--- src/rtl/image_mem_arbiter_pkg.sv ---
// Shared definitions for the image RAM arbiter: default RAM geometry,
// starvation limit, arbitration FSM states and read-ownership tags.
package image_mem_arbiter_pkg;

  localparam int RAM_WIDTH_DEF     = 24;
  localparam int RAM_ADDR_BITS_DEF = 10;
  localparam int MAX_WAIT_DEF      = 8;

  typedef enum logic {
    PRIO0  = 1'b0,
    FORCE1 = 1'b1
  } arb_state_t;

  localparam logic TAG_P0 = 1'b0;
  localparam logic TAG_P1 = 1'b1;

endpackage

--- src/rtl/image_mem_arbiter_if.sv ---
// Requester-side bus of the image RAM arbiter: display reader (port 0)
// and processing engine (port 1). Requesters use the master modport,
// the arbiter uses the slave modport.
interface image_mem_arbiter_if
  import image_mem_arbiter_pkg::*;
#(
  parameter int RAM_WIDTH     = RAM_WIDTH_DEF,
  parameter int RAM_ADDR_BITS = RAM_ADDR_BITS_DEF
);

  logic                     p0_req;
  logic [RAM_ADDR_BITS-1:0] p0_addr;
  logic                     p0_gnt;
  logic                     p0_rvalid;
  logic [RAM_WIDTH-1:0]     p0_rdata;

  logic                     p1_req;
  logic                     p1_we;
  logic [RAM_ADDR_BITS-1:0] p1_addr;
  logic [RAM_WIDTH-1:0]     p1_wdata;
  logic                     p1_gnt;
  logic                     p1_rvalid;
  logic [RAM_WIDTH-1:0]     p1_rdata;

  modport master (
    output p0_req, p0_addr, p1_req, p1_we, p1_addr, p1_wdata,
    input  p0_gnt, p0_rvalid, p0_rdata, p1_gnt, p1_rvalid, p1_rdata
  );

  modport slave (
    input  p0_req, p0_addr, p1_req, p1_we, p1_addr, p1_wdata,
    output p0_gnt, p0_rvalid, p0_rdata, p1_gnt, p1_rvalid, p1_rdata
  );

endinterface

--- src/rtl/image_mem_arbiter_starve_counter.sv ---
// Saturating wait counter for port 1 of the image RAM arbiter. Only
// compiled when STARVE_GUARD_EN is defined; hit flags the cycle in which
// the current wait makes the count reach the limit.
`ifdef STARVE_GUARD_EN
module image_mem_arbiter_starve_counter #(
  parameter int WIDTH = 4
) (
  input  logic             clk,
  input  logic             reset,
  input  logic             inc,
  input  logic             clr,
  input  logic [WIDTH-1:0] limit,
  output logic             hit
);

  logic [WIDTH-1:0] count_q;

  // Count waiting cycles up to the limit; a clear takes precedence
  always_ff @(posedge clk) begin
    if (reset || clr) begin
      count_q <= '0;
    end else if (inc && (count_q < limit)) begin
      count_q <= count_q + 1'b1;
    end
  end

  assign hit = inc && !clr && (count_q >= (limit - 1'b1));

endmodule
`endif

--- src/rtl/image_mem_arbiter.sv ---
// Image RAM arbiter: shares one single-port RAM (sync write, async read)
// between the display reader (port 0, read-only, high priority) and the
// processing engine (port 1, read/write). Grants are combinational, the
// winning access is registered onto the RAM bus, and read data returns
// two cycles after the grant with a one-cycle valid strobe.
// Optional feature: define STARVE_GUARD_EN to bound port 1 waiting to
// MAX_WAIT cycles; otherwise port 0 has strict priority.
module image_mem_arbiter
  import image_mem_arbiter_pkg::*;
#(
  parameter int RAM_WIDTH     = RAM_WIDTH_DEF,
  parameter int RAM_ADDR_BITS = RAM_ADDR_BITS_DEF,
  parameter int MAX_WAIT      = MAX_WAIT_DEF
) (
  input  logic                     clk,
  input  logic                     reset,
  image_mem_arbiter_if.slave       bus,
  output logic                     mem_we,
  output logic [RAM_ADDR_BITS-1:0] mem_addr,
  output logic [RAM_WIDTH-1:0]     mem_di,
  input  logic [RAM_WIDTH-1:0]     mem_do
);

  arb_state_t state_q, next_state;
  logic       p0_win, p1_win;
  logic       rd_pend_q;
  logic       rd_tag_q;

`ifdef STARVE_GUARD_EN
  localparam int WAIT_BITS = $clog2(MAX_WAIT + 1);
  logic starve_hit;

  image_mem_arbiter_starve_counter #(
    .WIDTH (WAIT_BITS)
  ) u_starve_counter (
    .clk   (clk),
    .reset (reset),
    .inc   (bus.p1_req && !p1_win),
    .clr   (p1_win),
    .limit (WAIT_BITS'(MAX_WAIT)),
    .hit   (starve_hit)
  );
`endif

  // Pick at most one winner: port 1 when alone or forced, else port 0
  always_comb begin
    p0_win = 1'b0;
    p1_win = 1'b0;
    if (!reset) begin
      p1_win = bus.p1_req && (!bus.p0_req || (state_q == FORCE1));
      p0_win = bus.p0_req && !p1_win;
    end
  end

  assign bus.p0_gnt = p0_win;
  assign bus.p1_gnt = p1_win;

  // Arbitration state register
  always_ff @(posedge clk) begin
    if (reset) begin
      state_q <= PRIO0;
    end else begin
      state_q <= next_state;
    end
  end

  // Escalate to FORCE1 once port 1 has waited long enough, return once served
  always_comb begin
    next_state = state_q;
`ifdef STARVE_GUARD_EN
    case (state_q)
      PRIO0:   if (starve_hit) next_state = FORCE1;
      FORCE1:  if (p1_win)     next_state = PRIO0;
      default: next_state = PRIO0;
    endcase
`else
    next_state = PRIO0;
`endif
  end

  // Register the accepted access onto the RAM bus; address/data hold when idle
  always_ff @(posedge clk) begin
    if (reset) begin
      mem_we    <= 1'b0;
      mem_addr  <= '0;
      mem_di    <= '0;
      rd_pend_q <= 1'b0;
      rd_tag_q  <= TAG_P0;
    end else begin
      mem_we    <= p1_win && bus.p1_we;
      rd_pend_q <= p0_win || (p1_win && !bus.p1_we);
      if (p0_win) begin
        mem_addr <= bus.p0_addr;
        rd_tag_q <= TAG_P0;
      end else if (p1_win) begin
        mem_addr <= bus.p1_addr;
        rd_tag_q <= TAG_P1;
        if (bus.p1_we) begin
          mem_di <= bus.p1_wdata;
        end
      end
    end
  end

  // Capture RAM read data for the port that owns the access on the bus
  always_ff @(posedge clk) begin
    if (reset) begin
      bus.p0_rvalid <= 1'b0;
      bus.p1_rvalid <= 1'b0;
      bus.p0_rdata  <= '0;
      bus.p1_rdata  <= '0;
    end else begin
      bus.p0_rvalid <= rd_pend_q && (rd_tag_q == TAG_P0);
      bus.p1_rvalid <= rd_pend_q && (rd_tag_q == TAG_P1);
      if (rd_pend_q && (rd_tag_q == TAG_P0)) begin
        bus.p0_rdata <= mem_do;
      end
      if (rd_pend_q && (rd_tag_q == TAG_P1)) begin
        bus.p1_rdata <= mem_do;
      end
    end
  end

endmodule

--- src/flat_wrapper.sv ---
// flat-port wrapper written by rule: the top's interface ports become plain ports
module image_mem_arbiter_flat import image_mem_arbiter_pkg::*;
#(
  parameter int RAM_WIDTH     = RAM_WIDTH_DEF,
  parameter int RAM_ADDR_BITS = RAM_ADDR_BITS_DEF,
  parameter int MAX_WAIT      = MAX_WAIT_DEF
)
  (clk, reset, mem_we, mem_addr, mem_di, mem_do, bus_p0_req, bus_p0_addr, bus_p1_req, bus_p1_we, bus_p1_addr, bus_p1_wdata, bus_p0_gnt, bus_p0_rvalid, bus_p0_rdata, bus_p1_gnt, bus_p1_rvalid, bus_p1_rdata);
  image_mem_arbiter_if #(.RAM_WIDTH(RAM_WIDTH), .RAM_ADDR_BITS(RAM_ADDR_BITS)) bus_i ();
  input  logic clk;
  input  logic reset;
  output logic mem_we;
  output logic [RAM_ADDR_BITS-1:0] mem_addr;
  output logic [RAM_WIDTH-1:0] mem_di;
  input  logic [RAM_WIDTH-1:0] mem_do;
  input wire logic [$bits(bus_i.p0_req)-1:0] bus_p0_req;
  input wire logic [$bits(bus_i.p0_addr)-1:0] bus_p0_addr;
  input wire logic [$bits(bus_i.p1_req)-1:0] bus_p1_req;
  input wire logic [$bits(bus_i.p1_we)-1:0] bus_p1_we;
  input wire logic [$bits(bus_i.p1_addr)-1:0] bus_p1_addr;
  input wire logic [$bits(bus_i.p1_wdata)-1:0] bus_p1_wdata;
  output wire logic [$bits(bus_i.p0_gnt)-1:0] bus_p0_gnt;
  output wire logic [$bits(bus_i.p0_rvalid)-1:0] bus_p0_rvalid;
  output wire logic [$bits(bus_i.p0_rdata)-1:0] bus_p0_rdata;
  output wire logic [$bits(bus_i.p1_gnt)-1:0] bus_p1_gnt;
  output wire logic [$bits(bus_i.p1_rvalid)-1:0] bus_p1_rvalid;
  output wire logic [$bits(bus_i.p1_rdata)-1:0] bus_p1_rdata;
  assign bus_i.p0_req = bus_p0_req;
  assign bus_i.p0_addr = bus_p0_addr;
  assign bus_i.p1_req = bus_p1_req;
  assign bus_i.p1_we = bus_p1_we;
  assign bus_i.p1_addr = bus_p1_addr;
  assign bus_i.p1_wdata = bus_p1_wdata;
  assign bus_p0_gnt = bus_i.p0_gnt;
  assign bus_p0_rvalid = bus_i.p0_rvalid;
  assign bus_p0_rdata = bus_i.p0_rdata;
  assign bus_p1_gnt = bus_i.p1_gnt;
  assign bus_p1_rvalid = bus_i.p1_rvalid;
  assign bus_p1_rdata = bus_i.p1_rdata;
  image_mem_arbiter #(.RAM_WIDTH(RAM_WIDTH), .RAM_ADDR_BITS(RAM_ADDR_BITS), .MAX_WAIT(MAX_WAIT)) u_core (.clk(clk), .reset(reset), .bus(bus_i), .mem_we(mem_we), .mem_addr(mem_addr), .mem_di(mem_di), .mem_do(mem_do));
endmodule
--- config.mk ---
export PLATFORM = sky130hd
export DESIGN_NAME = image_mem_arbiter_flat
export DESIGN_NICKNAME = d
export VERILOG_FILES = /design/src/rtl/image_mem_arbiter_pkg.sv /design/src/rtl/image_mem_arbiter_if.sv /design/src/rtl/image_mem_arbiter_starve_counter.sv /design/src/rtl/image_mem_arbiter.sv /design/src/flat_wrapper.sv
export SDC_FILE = /design/constraint.sdc
export NUM_CORES = 1
export LEC_CHECK = 0
export ABC_AREA = 1
export CAP_MARGIN = 10
export CORE_MARGIN = 2
export CORE_UTILIZATION = 45
export CTS_CLUSTER_DIAMETER = 80
export DETAILED_ROUTE_END_ITERATION = 8
export PLACE_DENSITY = 0.92
export SLEW_MARGIN = 20
export SYNTH_ARGS = -nofsm -noshare
export SYNTH_HDL_FRONTEND = slang
export SYNTH_HIERARCHICAL = 1
export SYNTH_SLANG_ARGS = --single-unit
--- constraint.sdc ---
create_clock -name clk -period 2.78 [get_ports clk]
set_input_delay 0.695 -clock clk [delete_from_list [all_inputs] [get_ports clk]]
set_output_delay 0.695 -clock clk [all_outputs]
set_load 0.03 [all_outputs]
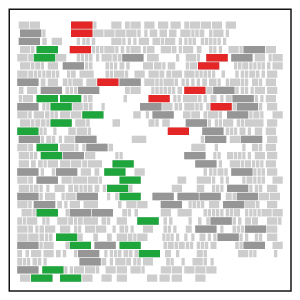
Figure 1: run 1, where the registers sit.
Drawn at 3 px/micron. Other sequential cells in the stronger grey, the rest of the logic in the fainter grey.
Red marks `u_core/mem_addr`, flops 10. Green marks `u_core/bus.p1_rdata`, flops 24.
Seq. cell area: 1740 sq um
power in sequential cells: 1.34 mW

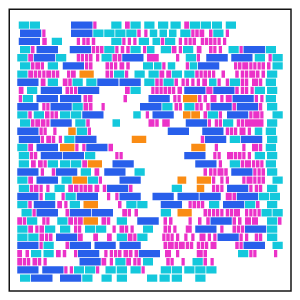
Figure 2: run 1, placed cells, one colour a class.
Drawn at 3 px/micron.
Cyan marks other buffers and delay cells, cells 169, share of their area 31%. Orange marks clock drivers and dummy loads, cells 16, share of their area 3.6%. Blue marks flip-flops, cells 87, share of their area 33%. Magenta marks all other logic, cells 410, share of their area 32%.
num rows: 32
Core Util, Final: 70.2%
CORE AREA: 7730 sq um
flop share of the area: 32.1%

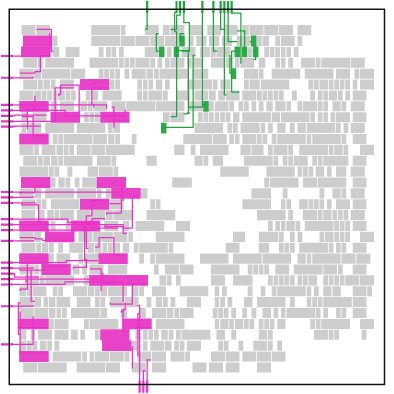
Figure 3: run 1, port wiring.
Drawn at 4 px/micron.
Green marks `bus_p1_addr`, bits 10, direction input, edge top, end cells 10, wire 230 microns. Magenta marks `bus_p0_rdata`, bits 24, direction output, edge 21 left, 3 bottom, end cells 24, wire 710 microns.
Top Ports: 160
PortBufs: 159

==> results.ini, run 1 <==
[outcome]
status=complete, no violations

[global_routing]
grt_pass1_vias=3604
overflow=0
antenna_found_initial=0

[clock_network]
clkSlewWorstSetupHoldPaths_ns=0.09
clk_root_buffer_cell=clkbuf_8
cts_hold_buf=0
cts_buffers=9
cts_tree=yes
cts_buffer_depth=2

[hold_path]
hold_depth=2

[synthesis]
synth_cell_type_count=17
ys_cells=529
syn_inst=529
synth_flops=87

[final_timing]
tightest_slew_ns=0.735
clock_skew_ns=0.00630
period_used_pct=85.8

[setup_path]
r2r_end=u_core/bus.p1_rdata[6]
ff2ff_setup_slack_ns=1.27
critPathLaunchType=primary input

[finish]
lay_top_count=clkdlybuf4s50_1
nFillCells=594

[floorplan]
dieWidth_microns=93.4

[power]
power.total_mw=2.77

[placement]
place.gp.congestion=0.831

[drt]
drtPass1Iterations=4

[flow_run]
maxCapViolations=0

-- run 1: synth_stat cells, drive strengths merged --
cell type    n  share of area, %
nand3       11               1.9
dfxtp       87                48
o21ai       50               7.0
nor2       144                15
o21a         1              0.21
nand4       24               4.2
buf         18               2.9
clkbuf      14               1.5
nand2       91               9.5
inv         89               9.3
-- run 1: power breakdown --
group | leakage, nW | total, mW | internal (mW) | switching (mW)
Combinational | 1.63 | 0.593 | 0.264 | 0.329
Sequential | 0.712 | 1.34 | 1.31 | 0.0330
Clock | 0.0886 | 0.837 | 0.380 | 0.457
-- run 1: final cells by class --
class	count	area (sq um)	area share, %
sequential	87	1740	32.1
timing repair buffer	169	1660	30.6
multi-input combinational	321	1370	25.2
inverter	89	334	6.16
clock buffer	11	151	2.79
tap	102	128	2.35
clock inverter	5	40.0	0.738
-- run 1: critical path, cell delays in order --
cell and delay [ns]:
clkdlybuf4s50_1 0.57, nor2_4 0.15, nand2_1 0.07, inv_1 0.05
buf_4 0.15
-- run 1: worst min path at each step --
stage / start / endpoint / slack (ns)
3_5_place_dp: u_core/bus.p1_rdata[8] / u_core/bus.p1_rdata[8] / 0.47
4_1_cts: u_core/bus.p1_rdata[20] / u_core/bus.p1_rdata[20] / 0.49
5_1_grt: u_core/bus.p1_rdata[20] / u_core/bus.p1_rdata[20] / 0.52
2_1_floorplan: u_core/rd_tag_q / u_core/rd_tag_q / 0.48
6_report: u_core/bus.p1_rdata[8] / u_core/bus.p1_rdata[8] / 0.49
3_3_place_gp: u_core/bus.p1_rdata[16] / u_core/bus.p1_rdata[16] / 0.46
-- run 1: per-layer routing --
metal / GRT usage, % / up-vias / part of all wire, %
met5: 0 / - / 0
met4: 8.21 / 0 / 1.5
met3: 9.11 / 15 / 10
met2: 40.2 / 128 / 50
met1: 24.8 / 1648 / 38
li1: - / 1890 / -
-- run 1: state kept, by name (all words and copies together) (netlist names) --
name	cells
u_core/mem_addr	10
u_core/bus.p0_rdata	24
u_core/bus.p0_rvalid	1
u_core/bus.p1_rdata	24
u_core/bus.p1_rvalid	1
u_core/rd_pend_q	1
u_core/mem_di	24
u_core/rd_tag_q	1
u_core/mem_we	1
-- run 1: cell families after synthesis --
| family | count (synthesis) | synth area share (%) |
|---|---|---|
| AND-OR/OR-AND | 51 | 7.16 |
| buffers and inverters | 121 | 13.6 |
| flip-flops | 87 | 48.4 |
| AND/OR/NAND/NOR | 270 | 30.8 |
-- run 1: per-stage QoR --
step / instances / hold WS (ns) / instance area (sq um) / util [%]
after floorplan: 529 / 0.482 / 3600 / -
after CTS: 784 / 0.494 / 5420 / 70.2
final: 784 / 0.488 / 5420 / 70.2
after detailed placement: 768 / 0.474 / 5230 / 67.7
after global placement: 768 / 0.460 / 5230 / 67.7
after global routing: 784 / 0.517 / 5420 / 70.2
==> run 2, diff against run 1 <==
--- a/config.mk
+++ b/config.mk
@@ -11,7 +11,7 @@
 export CORE_UTILIZATION = 45
 export CTS_CLUSTER_DIAMETER = 80
 export DETAILED_ROUTE_END_ITERATION = 8
-export PLACE_DENSITY = 0.92
+export PLACE_DENSITY = 0.85
 export SLEW_MARGIN = 20
 export SYNTH_ARGS = -nofsm -noshare
 export SYNTH_HDL_FRONTEND = slang
==> results.ini, run 2 <==
[synthesis]
synth_cell_type_count=17
top_cells_by_count=nor2_1 (142), nand2_1 (91), inv_1 (88), dfxtp_1 (87), o21ai_0 (46)
largest_area_cell=dfxtp_1
synth_flops=87
top_area_share_pct=48.4
synth-edff-count=0
async_flop_share_pct=0
syn_inst=529
top_cell=nor2_1
area_leaders=dfxtp_1 (48%), nor2_1 (15%), nand2_1 (9.5%)
yosys_most_used_dff=dfxtp_1
ys_cells=529

[clock_network]
clkSlewWorstSetupHoldPaths_ns=0.09
clk_root_buffer_cell=clkbuf_8
cts_tree=yes

[placement]
place.gp.congestion=0.775
post_dp_cell_area_sq_um=5250
io_buffers=159

[floorplan]
fp.coreArea_sq_um=7730
dieWidth_microns=93.4
num_rows=32
ioPinCount=160

[power]
clkPwrFrac_pct=29.6
sw_frac_of_total_pct=29.8
power.total_mw=2.75
power_frac_seq_pct=48.8
combPwrFrac_pct=21.6
switchingPower_mw=0.821
p_int_mw=1.93

[setup_path]
crit_family=buffers and inverters
cp_num_buf_inv=4
critPathLaunchType=primary input
r2r_end=u_core/bus.p1_rdata[17]
cp_slowest_cell=clkdlybuf4s50_1
crit_path_cell_trace=clkdlybuf4s50_1 -> inv_2 -> nand2_1 -> inv_1 -> buf_4
ff2ff_setup_slack_ns=1.26

[global_routing]
grt_use_total_pct=22.7
grt_pass1_vias=3528

[finish]
lay_top_count=clkdlybuf4s50_1
nFillCells=606
final_area_sq_um=5430

[final_timing]
clock_skew_ns=0.0142
timing.hold.ws_ns=0.485
period_used_pct=85.1

[outcome]
status=complete, no violations

[hold_path]
hold_depth=2
hold_end=u_core/bus.p1_rdata[2]
hold_path.startpoint=u_core/bus.p1_rdata[2]

[drt]
drtPass1Iterations=4

run 2: cell counts after synthesis:
No cell type changed its count.
run 2: worst max path at each step:
stage,endpoint,slack [ns],cells after the start
after global placement,bus_p0_gnt,0.45,5
after global routing,bus_p0_gnt,0.36,5
final,bus_p0_gnt,0.41,5
after floorplan,bus_p1_gnt,0.74,4
after detailed placement,u_core/mem_di[19],0.42,7
after CTS,bus_p0_gnt,0.42,5
run 2: layer usage:
metal | wire (microns) | track usage (%) | share of wire [%] | vias up
met3 | 1100 | 9.83 | 11 | 19
met4 | 188 | 8.21 | 1.9 | 0
met2 | 4850 | 38.7 | 49 | 141
li1 | - | - | - | 1884
met5 | 0 | 0 | 0 | -
met1 | 3770 | 25.1 | 38 | 1619
run 2: cells by family (layout without fill, tap and decap cells):
| group | count (synthesis) | after routing | synth area share, % |
|---|---|---|---|
| buffers and inverters | 121 | 274 | 13.6 |
| AND-OR/OR-AND | 51 | 51 | 7.16 |
| AND/OR/NAND/NOR | 270 | 270 | 30.8 |
| flip-flops | 87 | 87 | 48.4 |
run 2: cell type report:
class	count	area (sq um)	area share [%]
multi-input combinational	321	1370	25.2
clock buffer	11	141	2.61
timing repair buffer	169	1670	30.9
clock inverter	5	40.0	0.738
sequential	87	1740	32.1
inverter	89	334	6.16
tap	102	128	2.35
run 2: worst reg2reg max path, delay by kind of cell, from the launching register on:
| kind | cells | cell delay, ns |
|---|---|---|
| flip-flops | 1 | 0.38 |
| AND/OR/NAND/NOR | 3 | 0.31 |
| buffers and inverters | 2 | 0.79 |
run 2: through the flow:
| stage | std cells | utilization [%] |
|---|---|---|
| after floorplan | 529 | - |
| after global placement | 768 | 67.9 |
| after detailed placement | 768 | 67.9 |
| after CTS | 784 | 70.2 |
| after global routing | 784 | 70.2 |
| final | 784 | 70.2 |
run 2: power groups by stage:
stage / combinational, mW / clock [mW] / sequential, mW
floorplan: 0.186 / 0 / 1.50
global placement: 0.584 / 0 / 1.37
detailed placement: 0.593 / 0 / 1.37
CTS: 0.597 / 0.834 / 1.34
global route: 0.645 / 0.895 / 1.35
finish: 0.595 / 0.816 / 1.34
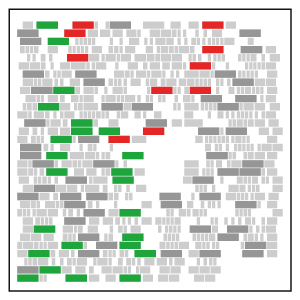
Figure 4: run 2, where the registers sit.
Drawn at 3 px/micron. Other sequential cells in the stronger grey, the rest of the logic in the fainter grey.
Green marks `u_core/bus.p1_rdata`, flops 24. Red marks `u_core/mem_addr`, flops 10.
Another 53 sequential cells are not coloured.
flop share of the area: 32.1%
Core Util, Final: 70.2%

==> run 3, diff against run 2 <==
--- a/config.mk
+++ b/config.mk
@@ -8,10 +8,11 @@
 export ABC_AREA = 1
 export CAP_MARGIN = 10
 export CORE_MARGIN = 2
-export CORE_UTILIZATION = 45
+export CORE_UTILIZATION = 47
+export CTS_BUF_LIST = sky130_fd_sc_hd__clkbuf_8
 export CTS_CLUSTER_DIAMETER = 80
 export DETAILED_ROUTE_END_ITERATION = 8
-export PLACE_DENSITY = 0.85
+export PLACE_DENSITY = 0.89
 export SLEW_MARGIN = 20
 export SYNTH_ARGS = -nofsm -noshare
 export SYNTH_HDL_FRONTEND = slang
==> results.ini, run 3 <==
[setup_path]
cp_num_buf_inv=3
crit_path_cell_trace=clkdlybuf4s50_1 -> nor2_4 -> nand2_1 -> inv_1 -> buf_4
critPathLaunchType=primary input
crit_family=buffers and inverters
cp_slowest_cell=clkdlybuf4s50_1

[synthesis]
synth_flops=87
syn_inst=529
synth_cell_type_count=17
synth-edff-count=0
top_area_share_pct=48.4

[placement]
post_dp_cell_area_sq_um=5240
dp.cells=766
place.gp.congestion=0.781
io_buffers=159

[clock_network]
cts_buffers=9
cts_hold_buf=0

[drt]
drtPass1Iterations=5

[floorplan]
ioPinCount=160
num_rows=31

[outcome]
status=complete, no violations

[global_routing]
antenna_found_initial=0

[finish]
lay_top_count=clkdlybuf4s50_1
final_area_sq_um=5410

[final_timing]
period_used_pct=87.3
tightest_slew_ns=0.731

[run 3: cell count changes in the layout (fill, tap and decap cells not counted), sizes merged]
cell and delta:
clkbuf -2, buf +1, inv +2, clkinv +3, clkinvlp -3
[run 3: path summary, 6_finish.rpt]
check,startpoint,endpoint,slack [ns],cells past startpoint
hold / removal,u_core/bus.p1_rdata[5],u_core/bus.p1_rdata[5],0.49,2
setup reg to reg,u_core/rd_tag_q,u_core/bus.p1_rdata[19],1.28,5
hold reg to reg,u_core/bus.p1_rdata[5],u_core/bus.p1_rdata[5],0.49,2
setup / recovery,bus_p0_req,bus_p1_gnt,0.35,5
[run 3: kinds of logic after synthesis]
kind of cell / share of synthesized area [%]
simple gates: 30.8
compound gates: 7.16
buf+inv: 13.6
flops: 48.4
[run 3: power by group]
group | switching, mW | total [mW] | internal [mW]
combinational | 0.328 | 0.593 | 0.265
clock | 0.470 | 0.806 | 0.336
sequential | 0.0322 | 1.34 | 1.31
total | 0.830 | 2.74 | 1.91
[run 3: final cells by class]
| cell class | count | area, sq um |
|---|---|---|
| fill | 539 | 1920 |
| sequential | 87 | 1740 |
| timing repair buffer | 170 | 1670 |
| multi-input combinational | 321 | 1370 |
| inverter | 89 | 334 |
| clock buffer | 9 | 124 |
| tap | 99 | 124 |
| clock inverter | 7 | 53.8 |
[run 3: stage by stage]
stage | power [mW] | setup slack, ns | hold WS [ns]
floorplan | 1.68 | 0.737 | 0.482
global placement | 1.95 | 0.388 | 0.461
detailed placement | 1.96 | 0.350 | 0.473
CTS | 2.77 | 0.352 | 0.492
global route | 2.88 | 0.298 | 0.514
finish | 2.74 | 0.354 | 0.490
[run 3: per-layer routing]
metal	GRT usage, %	routed length (microns)	vias to the layer above
met1	26.8	3930	1627
met2	39.2	4700	133
met5	0	0	-
met3	8.80	980	8
met4	6.82	80	0
li1	-	-	1886
[run 3: tightest hold or removal path: cells and delay by family, from the launching register on]
family | cells | cell delay, ns
simple gates | 2 | 0.13
flops | 1 | 0.34
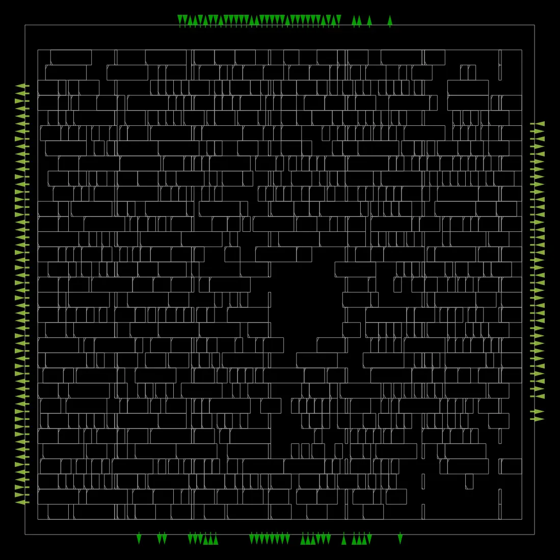
Figure 5: run 3, cell outlines without signal wires.
flop share of the area: 32.2%
post-route insts no fill: 782
Core Util, Final: 73.9%
CORE AREA: 7330 sq um


==> notes/layouts.md <==
Pictures saved along the way, in no particular order.

Clock network drawn from the DEF.
Drawn at 3 px/micron.
shot_01.png
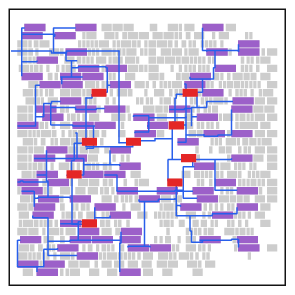
shot_02.png
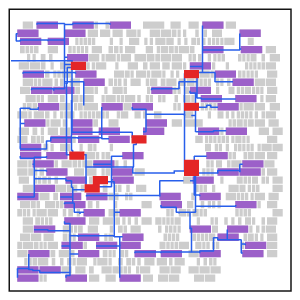
shot_03.png
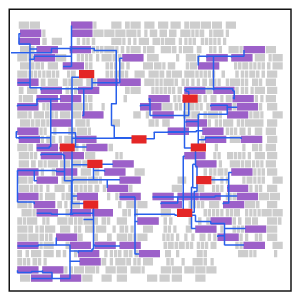
run 1: shot_03.png
run 2: shot_02.png
run 3: shot_01.png

Key to shot_01.png:
Purple marks flip-flops, count 87. Red marks cells driving clock nets, count 9. Blue marks clock wires, length 963 microns.
There are 10 routed clock nets. Position of the flops: widely spread.

Power is estimated from default activity; no workload was simulated.
